Fig. 1: ports around the boundary
Drawn at 6 px/um. Pins as bars across the die edge, other pins in grey.
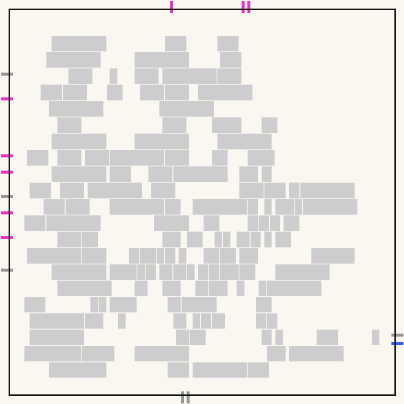
Fig. 2: placed cells, one colour a class
Drawn at 4 px/um.
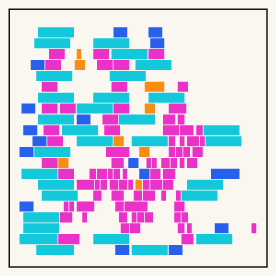
Fig. 3: cell area per tile
Drawn at 6 px/um. The die is cut into 6 by 6 equal tiles; black is low, pale yellow is high, 0 to 100% covered.
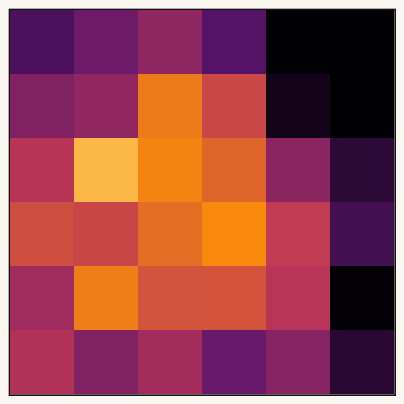
## src/rtl/uart_pkg.sv

```systemverilog
// Shared UART definitions: link timing defaults and the receiver state encoding.
// Used by uart_rx_sampler and by the uartTX transmitter so both ends agree on bit timing.
package uart_pkg;

    localparam int unsigned UART_CLKS_PER_BIT = 8;
    localparam int unsigned UART_DATA_BITS    = 8;

    typedef enum logic [2:0] {
        RX_IDLE,
        RX_START,
        RX_DATA,
        RX_PARITY,
        RX_STOP,
        RX_BREAK
    } uart_rx_state_t;

endpackage

```

## src/rtl/uart_sync2.sv

```systemverilog
// Two-flop synchroniser for an asynchronous, idle-high input; both flops reset to 1.
module uart_sync2 (
    input  logic clk,
    input  logic nrst,
    input  logic d,
    output logic q
);

    logic meta;

    always_ff @(posedge clk or negedge nrst) begin
        if (!nrst) begin
            meta <= 1'b1;
            q    <= 1'b1;
        end else begin
            meta <= d;
            q    <= meta;
        end
    end

endmodule

```

## src/rtl/uart_rx_sampler.sv

```systemverilog
// Mid-bit sampling UART receiver (start, DATA_BITS LSB-first, optional even parity, stop).
// Define UART_RX_PARITY_EN to compile in the parity bit and a live parity_err output.
module uart_rx_sampler
    import uart_pkg::*;
#(
    parameter int unsigned CLKS_PER_BIT = UART_CLKS_PER_BIT,
    parameter int unsigned DATA_BITS    = UART_DATA_BITS
) (
    input  logic                 clk,
    input  logic                 nrst,
    input  logic                 rx,
    output logic [DATA_BITS-1:0] data_out,
    output logic                 rcv,
    output logic                 frame_err,
    output logic                 parity_err,
    output logic                 busy
);

    localparam int unsigned CW = $clog2(CLKS_PER_BIT);
    localparam int unsigned BW = $clog2(DATA_BITS + 1);

    logic                 rx_s;
    uart_rx_state_t       state_q, state_d;
    logic [CW-1:0]        cyc_q, cyc_d;
    logic [BW-1:0]        cnt_q, cnt_d;
    logic [DATA_BITS-1:0] shreg_q, shreg_d;
    logic [DATA_BITS-1:0] data_d;
    logic                 rcv_d, ferr_d, perr_d, busy_d;
    logic                 tick;
`ifdef UART_RX_PARITY_EN
    logic                 par_bad_q, par_bad_d;
`endif

    uart_sync2 u_sync (
        .clk  (clk),
        .nrst (nrst),
        .d    (rx),
        .q    (rx_s)
    );

    // Cycle counter is reloaded on each state entry; a sample is due when it reaches zero.
    assign tick = (cyc_q == '0);

    always_comb begin
        state_d = state_q;
        cyc_d   = cyc_q;
        cnt_d   = cnt_q;
        shreg_d = shreg_q;
        data_d  = data_out;
        rcv_d   = 1'b0;
        ferr_d  = 1'b0;
        perr_d  = 1'b0;
`ifdef UART_RX_PARITY_EN
        par_bad_d = par_bad_q;
`endif
        case (state_q)
            RX_IDLE: begin
                if (!rx_s) begin
                    state_d = RX_START;
                    cyc_d   = CW'(CLKS_PER_BIT / 2 - 1);
                    cnt_d   = '0;
                end
            end
            RX_START: begin
                if (!tick) begin
                    cyc_d = cyc_q - CW'(1);
                end else if (!rx_s) begin
                    state_d = RX_DATA;
                    cyc_d   = CW'(CLKS_PER_BIT - 1);
                end else begin
                    state_d = RX_IDLE;
                end
            end
            RX_DATA: begin
                if (!tick) begin
                    cyc_d = cyc_q - CW'(1);
                end else begin
                    shreg_d = {rx_s, shreg_q[DATA_BITS-1:1]};
                    cyc_d   = CW'(CLKS_PER_BIT - 1);
                    if (cnt_q == BW'(DATA_BITS - 1)) begin
`ifdef UART_RX_PARITY_EN
                        state_d = RX_PARITY;
`else
                        state_d = RX_STOP;
`endif
                    end else begin
                        cnt_d = cnt_q + BW'(1);
                    end
                end
            end
`ifdef UART_RX_PARITY_EN
            RX_PARITY: begin
                if (!tick) begin
                    cyc_d = cyc_q - CW'(1);
                end else begin
                    par_bad_d = (^shreg_q) ^ rx_s;
                    cyc_d     = CW'(CLKS_PER_BIT - 1);
                    state_d   = RX_STOP;
                end
            end
`endif
            RX_STOP: begin
                if (!tick) begin
                    cyc_d = cyc_q - CW'(1);
                end else if (rx_s) begin
`ifdef UART_RX_PARITY_EN
                    if (par_bad_q) begin
                        perr_d = 1'b1;
                    end else begin
                        data_d = shreg_q;
                        rcv_d  = 1'b1;
                    end
`else
                    data_d = shreg_q;
                    rcv_d  = 1'b1;
`endif
                    state_d = RX_IDLE;
                end else begin
                    ferr_d  = 1'b1;
                    state_d = RX_BREAK;
                end
            end
            RX_BREAK: begin
                if (rx_s) begin
                    state_d = RX_IDLE;
                end
            end
            default: begin
                state_d = RX_IDLE;
            end
        endcase
        // Busy also covers the result-pulse cycle, after which IDLE is visible.
        busy_d = (state_d != RX_IDLE) | rcv_d | ferr_d | perr_d;
    end

    always_ff @(posedge clk or negedge nrst) begin
        if (!nrst) begin
            state_q    <= RX_IDLE;
            cyc_q      <= '0;
            cnt_q      <= '0;
            shreg_q    <= '0;
            data_out   <= '0;
            rcv        <= 1'b0;
            frame_err  <= 1'b0;
            parity_err <= 1'b0;
            busy       <= 1'b0;
`ifdef UART_RX_PARITY_EN
            par_bad_q  <= 1'b0;
`endif
        end else begin
            state_q    <= state_d;
            cyc_q      <= cyc_d;
            cnt_q      <= cnt_d;
            shreg_q    <= shreg_d;
            data_out   <= data_d;
            rcv        <= rcv_d;
            frame_err  <= ferr_d;
            parity_err <= perr_d;
            busy       <= busy_d;
`ifdef UART_RX_PARITY_EN
            par_bad_q  <= par_bad_d;
`endif
        end
    end

endmodule

```

## config.mk

```make
export PLATFORM = sky130hd
export DESIGN_NAME = uart_rx_sampler
export DESIGN_NICKNAME = d
export VERILOG_FILES = /design/src/rtl/uart_pkg.sv /design/src/rtl/uart_sync2.sv /design/src/rtl/uart_rx_sampler.sv
export SDC_FILE = /design/constraint.sdc
export NUM_CORES = 1
export LEC_CHECK = 0
export CORE_MARGIN = 2
export CORE_UTILIZATION = 40
export CTS_CLUSTER_DIAMETER = 80
export DETAILED_ROUTE_END_ITERATION = 7
export SYNTH_ARGS = -nofsm -noshare
export SYNTH_HDL_FRONTEND = slang
export SYNTH_SLANG_ARGS = --single-unit
```

## constraint.sdc

```tcl
create_clock -name clk -period 2.2 [get_ports clk]
set_clock_uncertainty 0.05 [all_clocks]
set_input_delay 0.22 -clock clk [delete_from_list [all_inputs] [get_ports clk]]
set_output_delay 0.22 -clock clk [all_outputs]
set_load 0.05 [all_outputs]
```

==> flow_summary_export.csv <==
group,metric,value,unit
outcome,run_status,"finished clean",
synthesis,synth.mux.area_fraction,0.151,
die,tapCellCount,46,
placed_design,placed_cells,176,
routing,drt-met1-wl,1240,um
synthesis,syn_inst,120,
routing,drt-vias-per-instance,5.39,
synthesis,dominantRegCellSynth,"sky130_fd_sc_hd__dfrtp_1",
worst_setup_path,critical-path-slowest-cell,"sky130_fd_sc_hd__dfrtp_1",
clock_tree,clock_tree.htree_level_count,2,
worst_setup_path,crit_family,"AND-OR/OR-AND gates",
die,core_util_floorplan,0.426,
synthesis,synth.avg_cell_area,12.0,sq um
global_routing,grt_pass1_wl,4460,um
synthesis,yosys.stat.chipArea,0.00144,sq mm
worst_setup_path,worst_setup_path_start_kind,"register",
finish,bufAreaShareNonClock,0.0976,
finish,layout.cells.non_filler,184,
timing,period_minus_slack,1920,ps
timing,hold_viol_final,0,
worst_setup_path,crit_start,"cyc_q[0]$_DFFE_PN0P_",
timing,slew_headroom,0.614,
finish,area_growth,17.2,%
finish,fillCellCount,283,
synthesis,syn-num-nets,126,
global_routing,grt.overflow.total,0,
clock_tree,clk_root_buffer_cell,"sky130_fd_sc_hd__clkbuf_4",
worst_setup_path,rrSetupSlack,280,ps
global_routing,met1_global_route_usage,0.204,
finish,drive_above_1_share,0.261,
die,rows,21,
worst_setup_path,worst-endpoint-required,2350,ps
pwr,internal_cell_power,1010,uW
synthesis,synth_async_sr_flop_share,1.00,
pwr,combinational_cell_fraction_of_total_power,0.293,
pwr,power.share.clock,0.230,
worst_setup_path,path_class,"reg -> reg",
synthesis,ys_cells,120,
worst_setup_path,worst-r2r-cell-count,6,
routing,dr_wl_met3,144,um
worst_setup_path,worstPathBufferInverterCount,1,
pwr,power_frac_seq,0.477,
pwr,netSwitchingFraction,0.328,
synthesis,cells_taking_the_most_area_after_synthesis,"sky130_fd_sc_hd__dfrtp_1, sky130_fd_sc_hd__mux2_2, sky130_fd_sc_hd__dfstp_2",
finish,final-comb-area,617,sq um
routing,highest_layer,"met4",
die,design.portCount,15,
Notes on Fig. 1 above:
legend:
  `data_out`:
    colour: magenta
    pins: 8
    direction: output
    edge: 5 left, 3 top
  `parity_err`:
    colour: blue
    pins: 1
    direction: output
    edge: right
all pins by edge: 8 left, 3 top, 2 bottom, 2 right
die width: 64.1 um
number of port buffers: 13
Die Y-Extent: 64.1 um

Notes on Fig. 2 above:
legend:
  clock drivers and dummy loads:
    colour: orange
    cells: 8
    share_of_their_area: 3.7%
  remaining logic cells:
    colour: magenta
    cells: 83
    share_of_their_area: 39%
  remaining buffers and delay cells:
    colour: blue
    cells: 16
    share_of_their_area: 10%
  registers:
    colour: cyan
    cells: 31
    share_of_their_area: 48%

Notes on Fig. 3 above:
emptiest ninth of the die: top right
fullest tile: 85%
mean over tiles: 40%

-- worst paths after layout --
kind                                           to
min in group clk            u_sync.meta$_DFF_PN1_
max reg2reg                  cyc_q[2]$_DFFE_PN0P_
max                          cyc_q[2]$_DFFE_PN0P_
max in group asynchronous  shreg_q[7]$_DFFE_PN0P_
min                          state_q[1]$_DFF_PN0_
min reg2reg                    u_sync.q$_DFF_PN1_
-- power groups by stage --
| stage | Sequential (uW) | Clock (uW) | Combinational (uW) |
|---|---|---|---|
| final | 717 | 346 | 440 |
| after global placement | 720 | 0 | 429 |
| after floorplan | 726 | 0 | 330 |
| after detailed placement | 727 | 0 | 439 |
| after global routing | 727 | 394 | 486 |
| after CTS | 715 | 357 | 442 |
Power figures rest on the tool's default switching activity, not on a simulated workload.
